[src/rtl/des_dec_key_sched.sv]
// DES decryption key schedule: presents the round subkeys K16 down to K1
// over a valid/ready handshake, starting from the PC-1 of the supplied key
// and rotating C and D right between rounds.
module des_dec_key_sched #(
  parameter bit PARITY_CHK = 1'b1
) (
  input  logic        clk,
  input  logic        rst_n,
  input  logic        start,
  input  logic [63:0] key_in,
  input  logic        abort,
  input  logic        subkey_ready,
  output logic        subkey_valid,
  output logic [47:0] subkey,
  output logic [4:0]  round,
  output logic        busy,
  output logic        done,
  output logic        key_err
);

  typedef enum logic [1:0] {
    S_IDLE,
    S_ISSUE,
    S_DONE
  } state_t;

  // Permuted choice tables, entries are 1-based DES bit numbers (bit 1 = MSB).
  localparam int PC1_T [56] = '{
    57, 49, 41, 33, 25, 17,  9,  1, 58, 50, 42, 34, 26, 18,
    10,  2, 59, 51, 43, 35, 27, 19, 11,  3, 60, 52, 44, 36,
    63, 55, 47, 39, 31, 23, 15,  7, 62, 54, 46, 38, 30, 22,
    14,  6, 61, 53, 45, 37, 29, 21, 13,  5, 28, 20, 12,  4
  };

  localparam int PC2_T [48] = '{
    14, 17, 11, 24,  1,  5,  3, 28, 15,  6, 21, 10,
    23, 19, 12,  4, 26,  8, 16,  7, 27, 20, 13,  2,
    41, 52, 31, 37, 47, 55, 30, 40, 51, 45, 33, 48,
    44, 49, 39, 56, 34, 53, 46, 42, 50, 36, 29, 32
  };

  function automatic logic [55:0] pc1_f(input logic [63:0] k);
    logic [55:0] o;
    o = '0;
    for (int j = 0; j < 56; j++) o[55-j] = k[64-PC1_T[j]];
    return o;
  endfunction

  function automatic logic [47:0] pc2_f(input logic [55:0] cd);
    logic [47:0] o;
    o = '0;
    for (int j = 0; j < 48; j++) o[47-j] = cd[56-PC2_T[j]];
    return o;
  endfunction

  // Right rotation of a 28-bit half: bit i moves to i-1, bit 0 wraps to 27.
  function automatic logic [27:0] ror_f(input logic [27:0] x, input logic two);
    return two ? {x[1:0], x[27:2]} : {x[0], x[27:1]};
  endfunction

  state_t      state_q, state_d;
  logic [55:0] cd_q, cd_d;
  logic [4:0]  round_q, round_d;
  logic        key_err_q, key_err_d;

  logic        parity_err;
  logic        single_shift;

  // A key byte is in error when it holds an even number of ones.
  always_comb begin
    parity_err = 1'b0;
    for (int b = 0; b < 8; b++) begin
      if (^key_in[8*b +: 8] == 1'b0) parity_err = 1'b1;
    end
  end

  assign single_shift = (round_q == 5'd1) || (round_q == 5'd2) ||
                        (round_q == 5'd9) || (round_q == 5'd16);

  // Next-state logic: accept start in IDLE, step rounds on each transfer.
  always_comb begin
    // NOTE: every variable gets its hold value first so no path infers a latch.
    state_d   = state_q;
    cd_d      = cd_q;
    round_d   = round_q;
    key_err_d = key_err_q;
    case (state_q)
      S_IDLE: begin
        if (start) begin
          cd_d      = pc1_f(key_in);
          round_d   = 5'd16;
          key_err_d = PARITY_CHK ? parity_err : 1'b0;
          state_d   = S_ISSUE;
        end
      end
      S_ISSUE: begin
        if (abort) begin
          round_d = 5'd0;
          state_d = S_IDLE;
        end else if (subkey_ready) begin
          if (round_q == 5'd1) begin
            round_d = 5'd0;
            state_d = S_DONE;
          end else begin
            cd_d    = {ror_f(cd_q[55:28], !single_shift),
                       ror_f(cd_q[27:0],  !single_shift)};
            round_d = round_q - 5'd1;
          end
        end
      end
      S_DONE:  state_d = S_IDLE;
      default: state_d = S_IDLE;
    endcase
  end

  // State register with synchronous active-low reset clearing the key state.
  always_ff @(posedge clk) begin
    // NOTE: sequential state uses non-blocking assignments only, so every
    // register samples the pre-edge value of every other register.
    if (!rst_n) begin
      state_q   <= S_IDLE;
      cd_q      <= '0;
      round_q   <= '0;
      key_err_q <= 1'b0;
    end else begin
      state_q   <= state_d;
      cd_q      <= cd_d;
      round_q   <= round_d;
      key_err_q <= key_err_d;
    end
  end

  assign subkey_valid = (state_q == S_ISSUE);
  assign subkey       = subkey_valid ? pc2_f(cd_q) : 48'd0;
  assign round        = round_q;
  assign busy         = (state_q != S_IDLE);
  assign done         = (state_q == S_DONE);
  assign key_err      = PARITY_CHK ? key_err_q : 1'b0;

endmodule

[config.mk]
export PLATFORM = sky130hd
export DESIGN_NAME = des_dec_key_sched
export DESIGN_NICKNAME = d
export VERILOG_FILES = /design/src/rtl/des_dec_key_sched.sv
export SDC_FILE = /design/constraint.sdc
export NUM_CORES = 1
export LEC_CHECK = 0
export CORE_UTILIZATION = 30
export DETAILED_ROUTE_END_ITERATION = 8
export HOLD_SLACK_MARGIN = 0.15
export PLACE_DENSITY_LB_ADDON = 0.2
export RECOVER_POWER = 25
export SLEW_MARGIN = 15
export SYNTH_ARGS = -nofsm -noshare
export SYNTH_HDL_FRONTEND = slang
export SYNTH_SLANG_ARGS = --single-unit
[constraint.sdc]
create_clock -name clk -period 4.8 [get_ports clk]
set_input_delay 0.48 -clock clk [delete_from_list [all_inputs] [get_ports clk]]
set_output_delay 0.48 -clock clk [all_outputs]
set_load 0.05 [all_outputs]
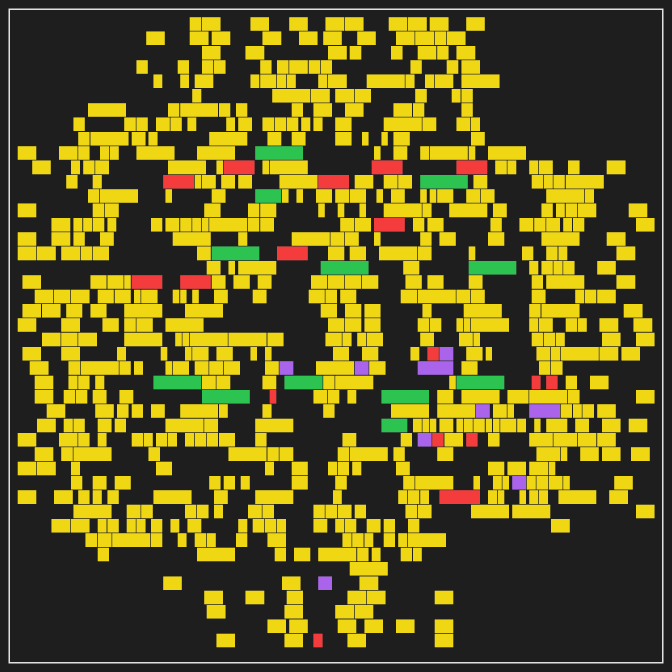
Figure 1: run 1, sizing map.
[yellow] drive 1 or less | cells: 615 | share: 94%
[red] drive 2 | cells: 17 | share: 2.6%
[purple] drive 3 to 4 | cells: 9 | share: 1.4%
[green] drive 6 and up | cells: 12 | share: 1.8%
signed area change from the synthesized netlist to the final layout: 36.0%
number of buffers outside the clock class in the layout: 134
post-route standard cell area excluding fillers: 6040 um2
Final Worst Setup Slack: 1380 ps

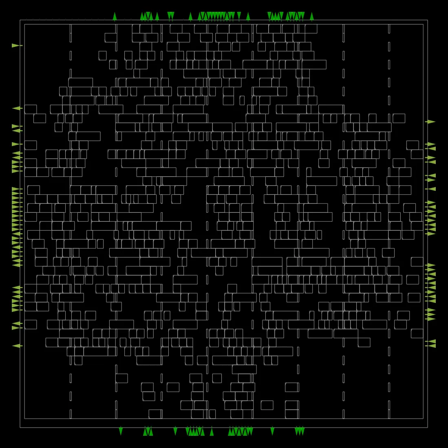
Figure 2: run 1, cell outlines without signal wires.
core area: 14500 um2
total number of sequential cells: 64
fraction of area in registers: 21.2%
fillcell total: 1474

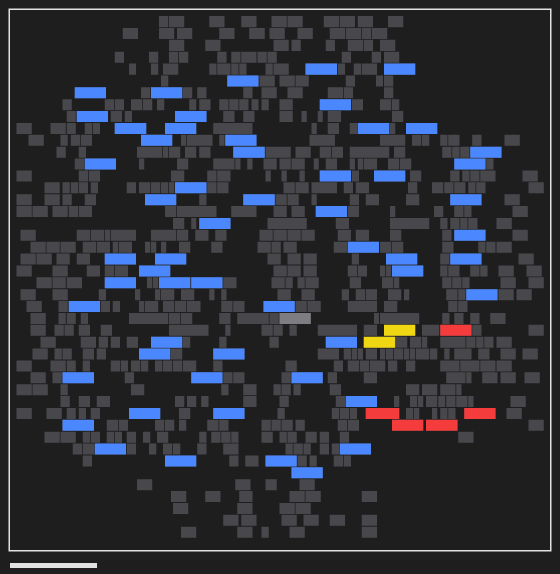
Figure 3: run 1, register map, names as in the netlist.
Scale bar: 20 um. Other sequential cells in the stronger grey, the rest of the logic in the fainter grey.
[yellow] state_q | placed flops: 2
[blue] cd_q | placed flops: 56
[red] round | placed flops: 5 | where: lower right
utilization after layout: 41.7%
Sequential Power: 649 uW

==> flow_summary_export.csv, run 1 <==
group,metric,value,unit
setup_path,crit_arrival,2940,ps
final_layout,multi_input_comb_cells,433,
detailed_routing,detail_route.wirelength,16100,um
sta,max_clock_freq,293,MHz
final_layout,area.combinational,2910,um2
floorplan,io_pins,126,
detailed_routing,route.detailed.wl_per_inst,19.2,um
yosys,yosysUniqueCellTypes,44,
global_routing,grt_pass1_wl,25000,um
clock_network,cts_tree,"built",
clock_network,clk_path_buf_depth,2,
yosys,synthesis.nets,631,
clock_network,postCtsResizedCells,0,
sta,maxSlewViolCount,0,
pwr,comb_power_share,33.6,%
yosys,ys_warn_count,0,
setup_path,path_class,"reg -> out",
global_routing,via_count_of_the_first_global_routing_pass,4457,
final_layout,lay_top_count,"clkdlybuf4s50_1",
sta,hold_violations_final,0,
sta,finalClockSkew,7.74,ps
setup_path,timing.critical_path.to_type,"output pin",
yosys,synth.ff_latch_count,64,
global_routing,globalRouteOverflowTotal,0,
clock_network,tritoncts.num_buffers,9,
detailed_routing,detail-route-antenna-nets,0,
yosys,post_synth.cell_area_avg,7.95,um2
floorplan,die-width,124,um
clock_network,hold_fix_buffer_count_after_cts,0,
min_path,worst_hold_path.num_cells,2,
yosys,synth-cells-yosys,559,
floorplan,standard_cell_rows,44,
detailed_routing,drt-vias-per-instance,5.67,
final_layout,layout.cells.largest_class,"combinational gates",
pwr,ir_worst_vdd,0.180,mV
final_layout,num_antenna_cells,0,
setup_path,cp_max_stage_delay,810,ps
pwr,total_power_divided_by_cell_area,314,nW/um2
global_routing,antenna_found_initial,0,
place,quantity_of_i_o_buffers_inserted_on_ports,125,
clock_network,cts.htree.levels,3,
sta,layout_min_cycle_time,3420,ps
pwr,p_clk_share,32.2,%
detailed_routing,first_pass_iters,5,
min_path,hold_end,"cd_q[12]",
pwr,p_leak,1.98,nW
setup_path,cp-startpoint,"state_q[0]",
sta,worstMarginPinSlew,1280,ps
yosys,synth-seq-area-share,28.8,%
yosys,synthesis.instances,559,
yosys,yosys_most_used_dff,"dfxtp_1",
setup_path,worst-r2r-cell-count,8,
final_layout,finish.net_count,721,
min_path,min_from,"cd_q[12]",
setup_path,timing.critical_path.depth,6,
setup_path,critical_path.cell_chain,"nand2b_1 -> buf_4 -> inv_2 -> buf_12 -> and2_1 -> clkdlybuf4s50_1",
floorplan,fp-utilization,30.7,%
detailed_routing,route.vias.total,4748,
clock_network,cts-root-buf,"clkbuf_16",
flow_run,max_cap_viol_count,0,
flow_run,openroad.warnings,28,
place,gp_routability_congestion,0.845,
clock_network,post_cts_buffers,0,
sta,layout_worst_path_cycle_share,71.2,%
sta,setup_viol,0,
final_layout,final_layout_size_suffix_gt1_share,5.82,%
setup_path,worstReg2RegEnd,"cd_q[16]",
final_layout,n_clock_buffer,15,
sta,summed_negative_setup_slack_over_all_endpoints,0,ps
clock_network,worst_skew_pair.late_latency,330,ps
floorplan,die_extent_in_y,124,um
run_status,run_status,"completed",
yosys,synth.cell_area,4440,um2
yosys,yosys_area,4440,um2
yosys,synth_async_sr_flop_share,0,%
detailed_routing,dr.first_iter.drc_count,380,
final_layout,comb_area_share,48.2,%
setup_path,timing.critical_path.slowest_stage_cell,"clkdlybuf4s50_1",
setup_path,rrSetupSlack,1840,ps
pwr,pwr-share-seq,34.2,%
floorplan,tap_cells,184,
place,hpwlAfterDp,10700,um
setup_path,critical_path.reg2reg.startpoint,"round[0]",
sta,grt_setup_unrepaired,"false",
clock_network,clkSlewWorstSetupHoldPaths,50,ps
detailed_routing,drc_errors,0,
yosys,edf_count,0,
place,dp_slack,1740,ps
floorplan,die_area,15300,um2
final_layout,n_all_inverters,7,
final_layout,buffer_area_share,21.9,%
final_layout,ff_latch_area,1280,um2
pwr,swShare,35.3,%
clock_network,tritoncts_num_sinks,64,
global_routing,grt_start_max_net_pins,69,
setup_path,path_delay_family,"buffers and inverters",
sta,slew_headroom,14.8,%
setup_path,cp.required,4320,ps
setup_path,worstSetupStartpointType,"register",
pwr,cellInternalPower,1.23,mW
setup_path,cp.buffers_inverters,4,
final_layout,final_layout_top_logic_cells,"114 x clkdlybuf4s50_1, 64 x o21ai_1, 63 x dfxtp_1",
setup_path,critical_path_peak_fanout,68,
global_routing,grt_usage,21.4,%
min_path,min_path_type,"reg -> reg",
pwr,switchingPower,670,uW
final_layout,clock_area_share,4.43,%
## run 1: worst max path at each step
| stage | to |
|---|---|
| 2_1_floorplan | cd_q[2] |
| 3_3_place_gp | subkey[34] |
| 3_5_place_dp | subkey[8] |
| 4_1_cts | subkey[8] |
| 5_1_grt | subkey[31] |
| 6_report | subkey[21] |
## run 1: registers in the layout (all words and copies together), names as in the netlist
signal	count
cd_q	56
round	5
state_q	2
key_err	1
## run 1: layer usage
metal / track usage (%) / vias to the layer above / part of all wire [%] / routed length, um
li1: - / 2244 / - / -
met1: 29.4 / 2283 / 46 / 7340
met2: 34.5 / 202 / 47 / 7580
met3: 3.21 / 19 / 5.8 / 933
met4: 5.87 / 0 / 1.6 / 250
met5: 0 / - / 0 / 0
## run 1: worst min-delay path, delay by kind of cell (launching register included)
| kind | cells | cell delay, ps |
|---|---|---|
| DFF | 1 | 330 |
| and+or+nand+nor | 1 | 60 |
| AOI/OAI and AO/OA | 1 | 60 |
## run 1: power groups by stage
stage | clock network, mW | logic, mW | registers, mW
2_1_floorplan | 0 | 0.432 | 0.645
3_3_place_gp | 0 | 0.632 | 0.659
3_5_place_dp | 0 | 0.637 | 0.659
4_1_cts | 0.614 | 0.640 | 0.649
5_1_grt | 0.637 | 0.687 | 0.658
6_report | 0.610 | 0.637 | 0.649
## run 1: Yosys cell counts (2+ instances only)
| library cell | n | share of area (%) |
|---|---|---|
| nand2b_1 | 2 | 0.28 |
| ha_1 | 3 | 0.84 |
| buf_1 | 6 | 0.51 |
| o32ai_2 | 9 | 3.3 |
| mux2i_1 | 2 | 0.45 |
| a21oi_1 | 4 | 0.45 |
| a211oi_1 | 16 | 2.7 |
| xnor2_1 | 55 | 11 |
| o21ai_1 | 64 | 7.2 |
| and2_1 | 48 | 6.8 |
| nor2b_1 | 2 | 0.28 |
| o21ai_0 | 20 | 2.3 |
| o22ai_1 | 40 | 5.6 |
| buf_4 | 4 | 0.68 |
| o32ai_1 | 7 | 1.4 |
| buf_2 | 17 | 1.9 |
| inv_1 | 7 | 0.59 |
| a31oi_1 | 41 | 5.8 |
| nand2_1 | 17 | 1.4 |
| nor2_1 | 24 | 2.0 |
| clkbuf_1 | 28 | 2.4 |
| dfxtp_1 | 64 | 29 |
| nor3_1 | 3 | 0.34 |
| nor3b_1 | 56 | 9.5 |
## run 1: per-stage QoR
| step | instances | hold WS [ps] | power (mW) | cell area [um2] | utilization [%] |
|---|---|---|---|---|---|
| 6_report | 837 | 508 | 1.90 | 6040 | 41.7 |
| 5_1_grt | 837 | 521 | 1.98 | 6040 | 41.7 |
| 4_1_cts | 837 | 505 | 1.90 | 6040 | 41.7 |
| 3_5_place_dp | 822 | 497 | 1.30 | 5780 | 39.9 |
| 3_3_place_gp | 822 | 487 | 1.29 | 5780 | 39.9 |
| 2_1_floorplan | 559 | 453 | 1.08 | 4440 | - |
## run 1: cell families (layout without fill, tap and decap cells)
logic type,Yosys count,count (layout),synth area share [%]
mux,3,3,0.704
buf+inv,62,156,6.05
xor+xnor,56,56,11.0
simple gates,162,162,22.2
flops,64,64,28.8
compound gates,209,209,30.3
fa+ha+maj,3,3,0.845
==> run 2: changes to the inputs <==
==> constraint.sdc (replaced) <==
create_clock -name clk -period 3.4 [get_ports clk]
set_input_delay 0.34 -clock clk [delete_from_list [all_inputs] [get_ports clk]]
set_output_delay 0.34 -clock clk [all_outputs]
set_load 0.05 [all_outputs]
==> run 2 against run 1 <==
Routed wire length increased by 0.29%. Via count fell by 0.11%. Combinational power increased by 43%. Sequential cell count unchanged. Area after synthesis unchanged. Design area shrank 1.3%. Clock power up about 40%. Sequential share of layout area increased by 0.27 points. Largest cell class unchanged.
==> flow_summary_export.csv, run 2 <==
group,metric,value,unit
clock_network,cts.htree.levels,3,
setup_path,path_class,"reg -> out",
yosys,cell_type_with_the_largest_total_area_after_synthesis,"dfxtp_1",
final_layout,lay_top_count,"clkdlybuf4s50_1",
setup_path,cp_max_stage_delay,690,ps
clock_network,clk_path_buf_depth,2,
setup_path,cp.required,3060,ps
final_layout,largest_reg_flops,56,
final_layout,final_layout_size_suffix_gt1_share,10.8,%
yosys,yosys_most_used_dff,"dfxtp_1",
final_layout,number_of_cells_in_the_finished_layout_apart_from_fillers,840,
final_layout,final_layout_top_logic_cells,"82 x clkdlybuf4s50_1, 64 x o21ai_1, 63 x dfxtp_1",
global_routing,via_count_of_the_first_global_routing_pass,4567,
clock_network,hold_fix_buffer_count_after_cts,0,
final_layout,largest-register,"cd_q",
pwr,switchingPower,960,uW
yosys,synthesis.nets,631,
flow_run,openroad.warnings,28,
final_layout,finish.net_count,723,
global_routing,grt_start_max_net_pins,57,
global_routing,antenna_found_initial,0,
sta,slew_headroom,31.7,%
place,gp_routability_congestion,0.791,
pwr,comb_power_share,34.1,%
sta,hold_violations_final,0,
yosys,synth.top_cells.by_area,"dfxtp_1 29%, xnor2_1 11%, nor3b_1 9.5%",
sta,worstMarginPinSlew,1020,ps
floorplan,io_pins,126,
global_routing,grt_pass1_wl,24800,um
sta,summed_negative_setup_slack_over_all_endpoints,0,ps
place,dp_slack,928,ps
clock_network,clkSlewWorstSetupHoldPaths,60,ps
clock_network,postCtsResizedCells,0,
floorplan,die-width,124,um
detailed_routing,dr.first_iter.drc_count,401,
detailed_routing,detail-route-antenna-nets,0,
yosys,synth.cell_area,4440,um2
pwr,p_clk_share,31.9,%
yosys,synthesis.instances,559,
sta,setup_viol,0,
floorplan,design.core.area,14500,um2
setup_path,critical_path.cell_chain,"nand2b_1 -> inv_1 -> clkbuf_2 -> and2_1 -> buf_4",
clock_network,post_cts_buffers,0,
yosys,post_synth.cell_area_avg,7.95,um2
sta,maxSlewViolCount,0,
final_layout,layout-area-overhead-vs-synth,34.3,%
setup_path,critical_path_peak_fanout,35,
pwr,p_leak,2.05,nW
min_path,min_path_type,"reg -> reg",
floorplan,die_area,15300,um2
pwr,ir_worst_vdd,0.238,mV
floorplan,die_extent_in_y,124,um
sta,finalClockSkew,4.57,ps
pwr,finalPower,2.67,mW
yosys,synth_async_sr_flop_share,0,%
yosys,edf_count,0,
yosys,synth-cells-yosys,559,
yosys,ys_warn_count,0,
clock_network,cts-root-buf,"clkbuf_16",
final_layout,num_antenna_cells,0,
floorplan,fp-utilization,30.7,%
yosys,yosys_area,4440,um2
yosys,netlist.area_leader.share,28.8,%
yosys,top_cells_by_count,"64 x dfxtp_1, 64 x o21ai_1, 56 x nor3b_1, 55 x xnor2_1, 48 x and2_1",
setup_path,crit_arrival,2500,ps
sta,layout_min_cycle_time,2840,ps
pwr,cellInternalPower,1.71,mW
clock_network,cts_tree,"built",
global_routing,globalRouteOverflowTotal,0,
sta,grt_setup_unrepaired,"false",
flow_run,max_cap_viol_count,0,
yosys,synth.ff_latch_count,64,
detailed_routing,first_pass_iters,5,
sta,max_clock_freq,353,MHz
sta,layout_worst_path_cycle_share,83.4,%
pwr,pwr-share-seq,34.0,%
yosys,synth-seq-area-share,28.8,%
setup_path,timing.critical_path.to_type,"output pin",
place,place_inst,824,
detailed_routing,drt-vias-per-instance,5.65,
clock_network,tritoncts_num_sinks,64,
detailed_routing,drc_errors,0,
floorplan,standard_cell_rows,44,
place,hpwlAfterDp,10900,um
setup_path,worstSetupStartpointType,"register",
clock_network,tritoncts.num_buffers,9,
pwr,total_power_divided_by_cell_area,448,nW/um2
run_status,run_status,"completed",
place,quantity_of_i_o_buffers_inserted_on_ports,125,
yosys,yosysUniqueCellTypes,44,
setup_path,timing.critical_path.slowest_stage_cell,"clkbuf_2",
pwr,swShare,35.9,%
==> run 2: cell counts after synthesis <==
No cell type changed its count.
==> run 2: worst max-delay path: cells and delay by family (launching register included) <==
kind          cells  cell delay, ps
buf+inv           3            1320
flops             1             440
simple gates      2             390
==> run 2: layout make-up <==
| class | instances | area (um2) |
|---|---|---|
| Multi-Input combinational cell | 433 | 2910 |
| Inverter | 7 | 26.3 |
| Sequential cell | 64 | 1280 |
| Fill cell | 1494 | 8510 |
| Timing Repair Buffer | 136 | 1250 |
| Tap cell | 184 | 230 |
| Clock buffer | 16 | 262 |
==> run 2: cells by family (layout without fill, tap and decap cells) <==
kind of cell,Yosys count,after routing,synth area share (%)
DFF,64,64,28.8
adders and majority gates,3,3,0.845
and+or+nand+nor,162,162,22.2
muxes,3,3,0.704
buffers and inverters,62,159,6.05
AOI/OAI and AO/OA,209,209,30.3
xor gates and xnor gates,56,56,11.0
==> run 2: power by group through the flow <==
stage | combinational [mW] | sequential [mW] | clock, mW
final | 0.911 | 0.909 | 0.853
after global routing | 0.974 | 0.921 | 0.896
after CTS | 0.913 | 0.908 | 0.867
after floorplan | 0.610 | 0.910 | 0
after global placement | 0.901 | 0.921 | 0
after detailed placement | 0.910 | 0.922 | 0
==> run 2: path summary, 6_finish.rpt <==
kind | slack (ps) | cells past startpoint | end | from
setup / recovery | 560 | 5 | subkey[23] | state_q[0]
hold / removal | 490 | 2 | cd_q[12] | cd_q[12]
setup reg to reg | 570 | 6 | cd_q[11] | state_q[1]
hold reg to reg | 490 | 2 | cd_q[12] | cd_q[12]
==> run 2: metrics by stage <==
step / hold slack [ps] / instance area (um2) / util (%)
2_1_floorplan: 453 / 4440 / -
3_5_place_dp: 475 / 5710 / 39.4
4_1_cts: 484 / 5970 / 41.2
3_3_place_gp: 467 / 5710 / 39.4
6_report: 487 / 5970 / 41.2
5_1_grt: 498 / 5970 / 41.2
==> run 2: metal layers <==
metal	global-route usage, %	part of all wire [%]	routed length (um)	up-vias
li1	-	-	-	2242
met2	34.7	48	7710	180
met5	0	0	0	-
met4	6.55	1.7	279	0
met3	3.57	6.1	993	18
met1	28.5	44	7170	2303
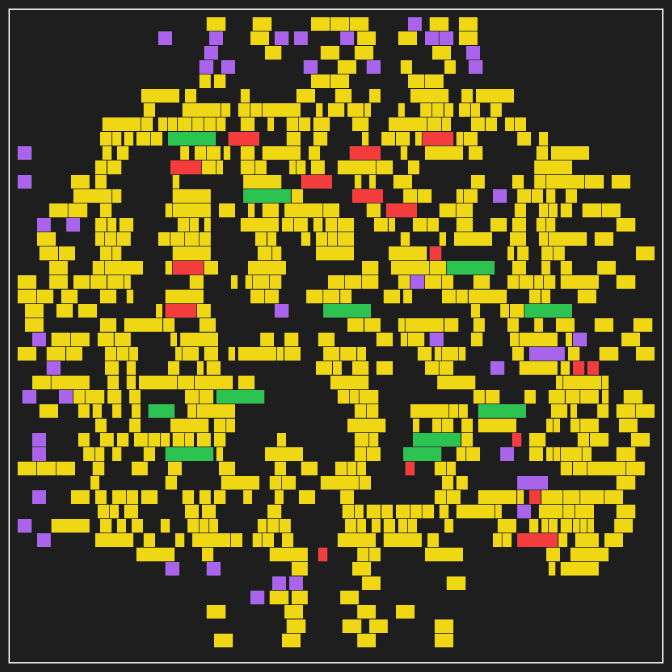
Figure 4: run 2, sizing map.
[green] drive 6 and up | cells: 11 | share: 1.7%
[red] drive 2 | cells: 17 | share: 2.6%
[yellow] drive 1 or less | cells: 585 | share: 89%
[purple] drive 3 to 4 | cells: 43 | share: 6.6%
number of buffers outside the clock class in the layout: 136
post-route standard cell area excluding fillers: 5970 um2
Final Worst Setup Slack: 565 ps

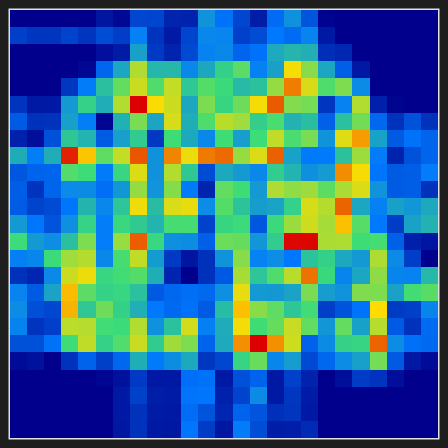
Figure 5: run 2, wire density map.
25 x 25 tiles, from dark blue (low) to red (high), scaled to the fullest tile. Values are wire area over tile area, all layers added.
tiles over half the peak: 24%
mean over tiles: 0.17
nearly empty tiles: 16%
total number of vias: 4743
overall fraction of global-route tracks in use: 21.3%
average wire length per cell after detail routing: 19.2 um
Routed Wire Length: 16200 um

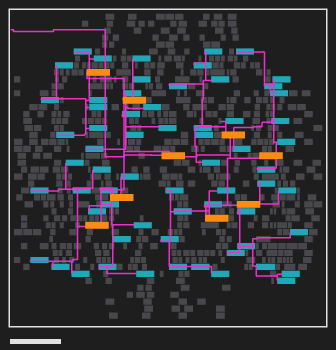
Figure 6: run 2, routed clock nets over the placement.
Scale bar: 20 um.
[orange] cells driving clock nets | count: 9
[magenta] clock wires | length: 1080 um
[cyan] flip-flops | count: 64
flops lie: all over the die
power attributed to the clock group: 853 uW
clk ins delay skew pair: 330 ps

Figure 7. Cell outlines without signal wires (run 2).
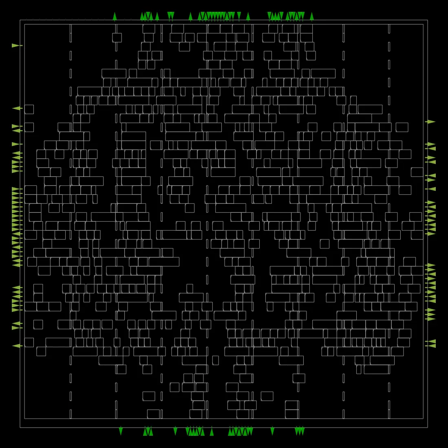

==> run 3: changes to the inputs <==
==> constraint.sdc (replaced) <==
create_clock -name clk -period 2.9 [get_ports clk]
set_input_delay 0.29 -clock clk [delete_from_list [all_inputs] [get_ports clk]]
set_output_delay 0.29 -clock clk [all_outputs]
set_load 0.05 [all_outputs]
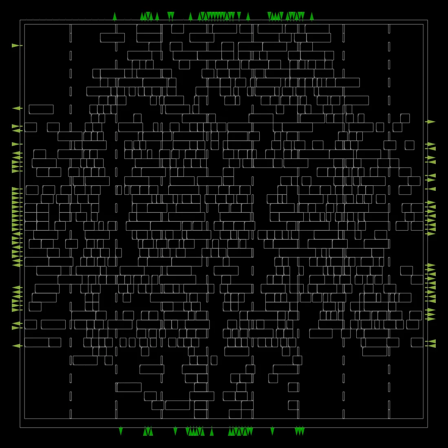
Figure 8: run 3, cell outlines without signal wires.
utilization after layout: 44.7%
fraction of area in registers: 19.8%
number of cells in the finished layout apart from fillers: 841
number of tap cells added at floorplan: 184

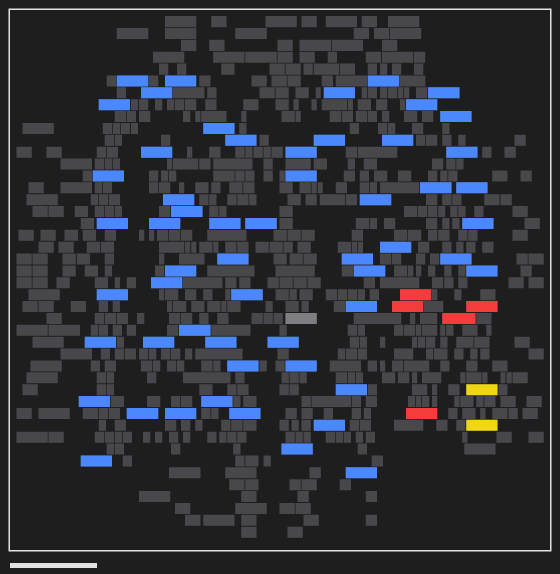
Figure 9: run 3, register map, names as in the netlist.
Scale bar: 20 um. Other sequential cells in the stronger grey, the rest of the logic in the fainter grey.
[red] round | placed flops: 5 | where: middle right
[yellow] state_q | placed flops: 2
[blue] cd_q | placed flops: 56
not coloured: 1

==> run 3 against run 2 <==
Total power rose by 33%. Die size did not move. Via count rose by 0.97%. Area after synthesis unchanged. Sequential cell count unchanged.
==> flow_summary_export.csv, run 3 <==
group,metric,value,unit
run_status,run_status,"completed",
sta,setup_viol,0,
yosys,yosysUniqueCellTypes,44,
clock_network,cts_tree,"built",
setup_path,timing.critical_path.to_type,"register",
clock_network,clk_path_buf_depth,2,
clock_network,clkSlewWorstSetupHoldPaths,60,ps
place,hpwlAfterDp,10900,um
yosys,synth_async_sr_flop_share,0,%
clock_network,worst_skew_pair.late_latency,330,ps
pwr,total_power_divided_by_cell_area,549,nW/um2
setup_path,critical_path.reg2reg.startpoint,"round[0]",
floorplan,io_pins,126,
floorplan,die-width,124,um
final_layout,final_layout_top_logic_cells,"65 x clkdlybuf4s50_1, 64 x o21ai_1, 63 x dfxtp_1",
sta,maxSlewViolCount,0,
global_routing,global_route.usage.met2,33.2,%
min_path,min_from,"rst_n",
yosys,synth-seq-area-share,28.8,%
final_layout,largest_reg_flops,56,
pwr,ir_worst_vdd,0.325,mV
place,gp_routability_congestion,0.829,
flow_run,openroad.warnings,30,
floorplan,die_area,15300,um2
global_routing,globalRouteOverflowTotal,0,
final_layout,lay_top_count,"clkdlybuf4s50_1",
setup_path,cp-startpoint,"round[0]",
sta,slew_headroom,23.2,%
setup_path,critical_path_peak_fanout,56,
yosys,top_cells_by_count,"64 x dfxtp_1, 64 x o21ai_1, 56 x nor3b_1, 55 x xnor2_1, 48 x and2_1",
yosys,synth-cells-yosys,559,
sta,hold_violations_final,0,
detailed_routing,first_pass_iters,5,
setup_path,crit_arrival,2770,ps
clock_network,cts-root-buf,"clkbuf_16",
floorplan,fp-utilization,30.7,%
global_routing,grt_use_met1,28.9,%
yosys,synth.top_cells.by_area,"dfxtp_1 29%, xnor2_1 11%, nor3b_1 9.5%",
global_routing,antenna_found_initial,0,
global_routing,gr-usage-met3,2.93,%
final_layout,finish.net_count,724,
sta,finalClockSkew,5.88,ps
final_layout,num_antenna_cells,0,
global_routing,busiest_metal_layer_after_global_routing,"met2",
clock_network,hold_fix_buffer_count_after_cts,0,
global_routing,via_count_of_the_first_global_routing_pass,4664,
setup_path,cp_max_stage_delay,550,ps
yosys,synthesis.nets,631,
sta,layout_min_cycle_time,2570,ps
yosys,post_synth.cell_area_avg,7.95,um2
detailed_routing,drt-vias-per-instance,5.69,
yosys,synth.cell_area,4440,um2
clock_network,post_cts_buffers,0,
final_layout,ff_latch_area,1280,um2
global_routing,grt_pass1_wl,25000,um
yosys,synth.ff_latch_count,64,
setup_path,timing.critical_path.slowest_stage_cell,"buf_4",
floorplan,standard_cell_rows,44,
final_layout,area.combinational,2910,um2
final_layout,final_layout_size_suffix_gt1_share,14.0,%
yosys,yosys_area,4440,um2
detailed_routing,dr.first_iter.drc_count,577,
setup_path,worstSetupStartpointType,"register",
sta,grt_setup_unrepaired,"false",
floorplan,die_extent_in_y,124,um
sta,worst_hold_slack,448,ps
flow_run,max_cap_viol_count,0,
final_layout,layout-area-overhead-vs-synth,45.7,%
clock_network,tritoncts_num_sinks,64,
global_routing,grt_start_max_net_pins,107,
floorplan,design.core.area,14500,um2
clock_network,tritoncts.num_buffers,9,
yosys,edf_count,0,
sta,worstMarginPinSlew,1150,ps
clock_network,cts.htree.levels,3,
setup_path,cp.required,3100,ps
place,quantity_of_i_o_buffers_inserted_on_ports,125,
final_layout,nFillCells,1456,
final_layout,largest-register,"cd_q",
setup_path,path_class,"reg -> reg",
sta,layout_worst_path_cycle_share,88.5,%
yosys,yosys_most_used_dff,"dfxtp_1",
detailed_routing,drc_errors,0,
clock_network,postCtsResizedCells,0,
yosys,ys_warn_count,0,
yosys,cell_type_with_the_largest_total_area_after_synthesis,"dfxtp_1",
yosys,netlist.area_leader.share,28.8,%
min_path,min_path_type,"in -> reg",
detailed_routing,detail-route-antenna-nets,0,
sta,summed_negative_setup_slack_over_all_endpoints,0,ps
sta,max_clock_freq,390,MHz
yosys,synthesis.instances,559,
pwr,p_leak,2.22,nW
setup_path,critical_path.cell_chain,"inv_1 -> ha_1 -> mux2_1 -> a21oi_4 -> buf_4 -> nor3b_1 -> a211oi_1 -> o32ai_2",
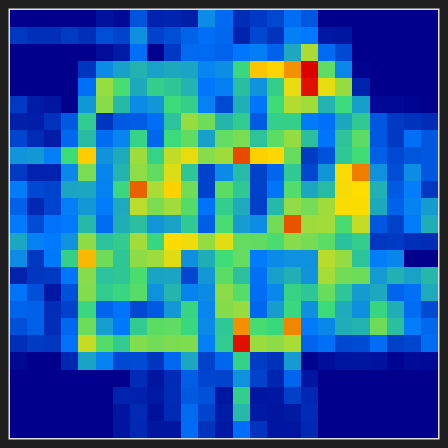
Figure 10: run 3, wire density map.
25 x 25 tiles, from dark blue (low) to red (high), scaled to the fullest tile. Values are wire area over tile area, all layers added.
average wire length per cell after detail routing: 19.2 um
total number of vias: 4789
Routed Wire Length: 16100 um
overall fraction of global-route tracks in use: 21.3%

[run 3: cell counts after synthesis]
No cell type changed its count.
[run 3: worst max-delay path, delay by kind of cell (launching register included)]
kind,cells,cell delay [ps]
buffers and inverters,2,660
adder cells (fa/ha/maj),1,250
flip-flops,1,400
AND/OR/NAND/NOR,1,150
AND-OR/OR-AND,3,610
multiplexers,1,350
[run 3: where the power goes]
group | leakage [nW] | internal [mW] | total [mW] | switching, mW
clock | 0.182 | 0.947 | 1.36 | 0.409
combinational | 1.51 | 0.482 | 1.13 | 0.649
sequential | 0.530 | 0.976 | 1.07 | 0.0924
total | 2.22 | 2.41 | 3.56 | 1.15
[run 3: path summary, 6_finish.rpt]
path,cells past startpoint,slack (ps),end
worst max-delay path,8,330,cd_q[36]
worst min-delay path,2,450,round[0]
worst max register to register,8,330,cd_q[36]
worst min register to register,2,490,cd_q[46]
[run 3: metal layers]
metal	vias to the layer above	routed length, um
li1	2253	-
met1	2266	7000
met2	233	7410
met3	37	1200
met4	0	521
met5	-	0
[run 3: cell type report]
| class | instances | share of cell area [%] |
|---|---|---|
| Clock buffer | 10 | 3.69 |
| Clock inverter | 6 | 2.01 |
| Inverter | 7 | 0.406 |
| Multi-Input combinational cell | 433 | 45.0 |
| Sequential cell | 64 | 19.8 |
| Tap cell | 184 | 3.56 |
| Timing Repair Buffer | 137 | 25.5 |
[run 3: cells by family after synthesis]
family / Yosys count / synth area share (%)
AOI/OAI and AO/OA: 209 / 30.3
xor gates and xnor gates: 56 / 11.0
adders and majority gates: 3 / 0.845
muxes: 3 / 0.704
DFF: 64 / 28.8
buffers and inverters: 62 / 6.05
and+or+nand+nor: 162 / 22.2
[run 3: through the flow]
stage | power [mW] | util, % | instances | area [um2] | setup slack, ps
floorplan | 1.78 | - | 559 | 4440 | 596
global placement | 2.19 | 42.2 | 825 | 6110 | 582
detailed placement | 2.21 | 42.2 | 825 | 6110 | 392
CTS | 3.57 | 44.8 | 841 | 6480 | 394
global route | 3.70 | 44.7 | 841 | 6470 | 165
finish | 3.56 | 44.7 | 841 | 6470 | 334
Power is estimated from default activity; no workload was simulated.
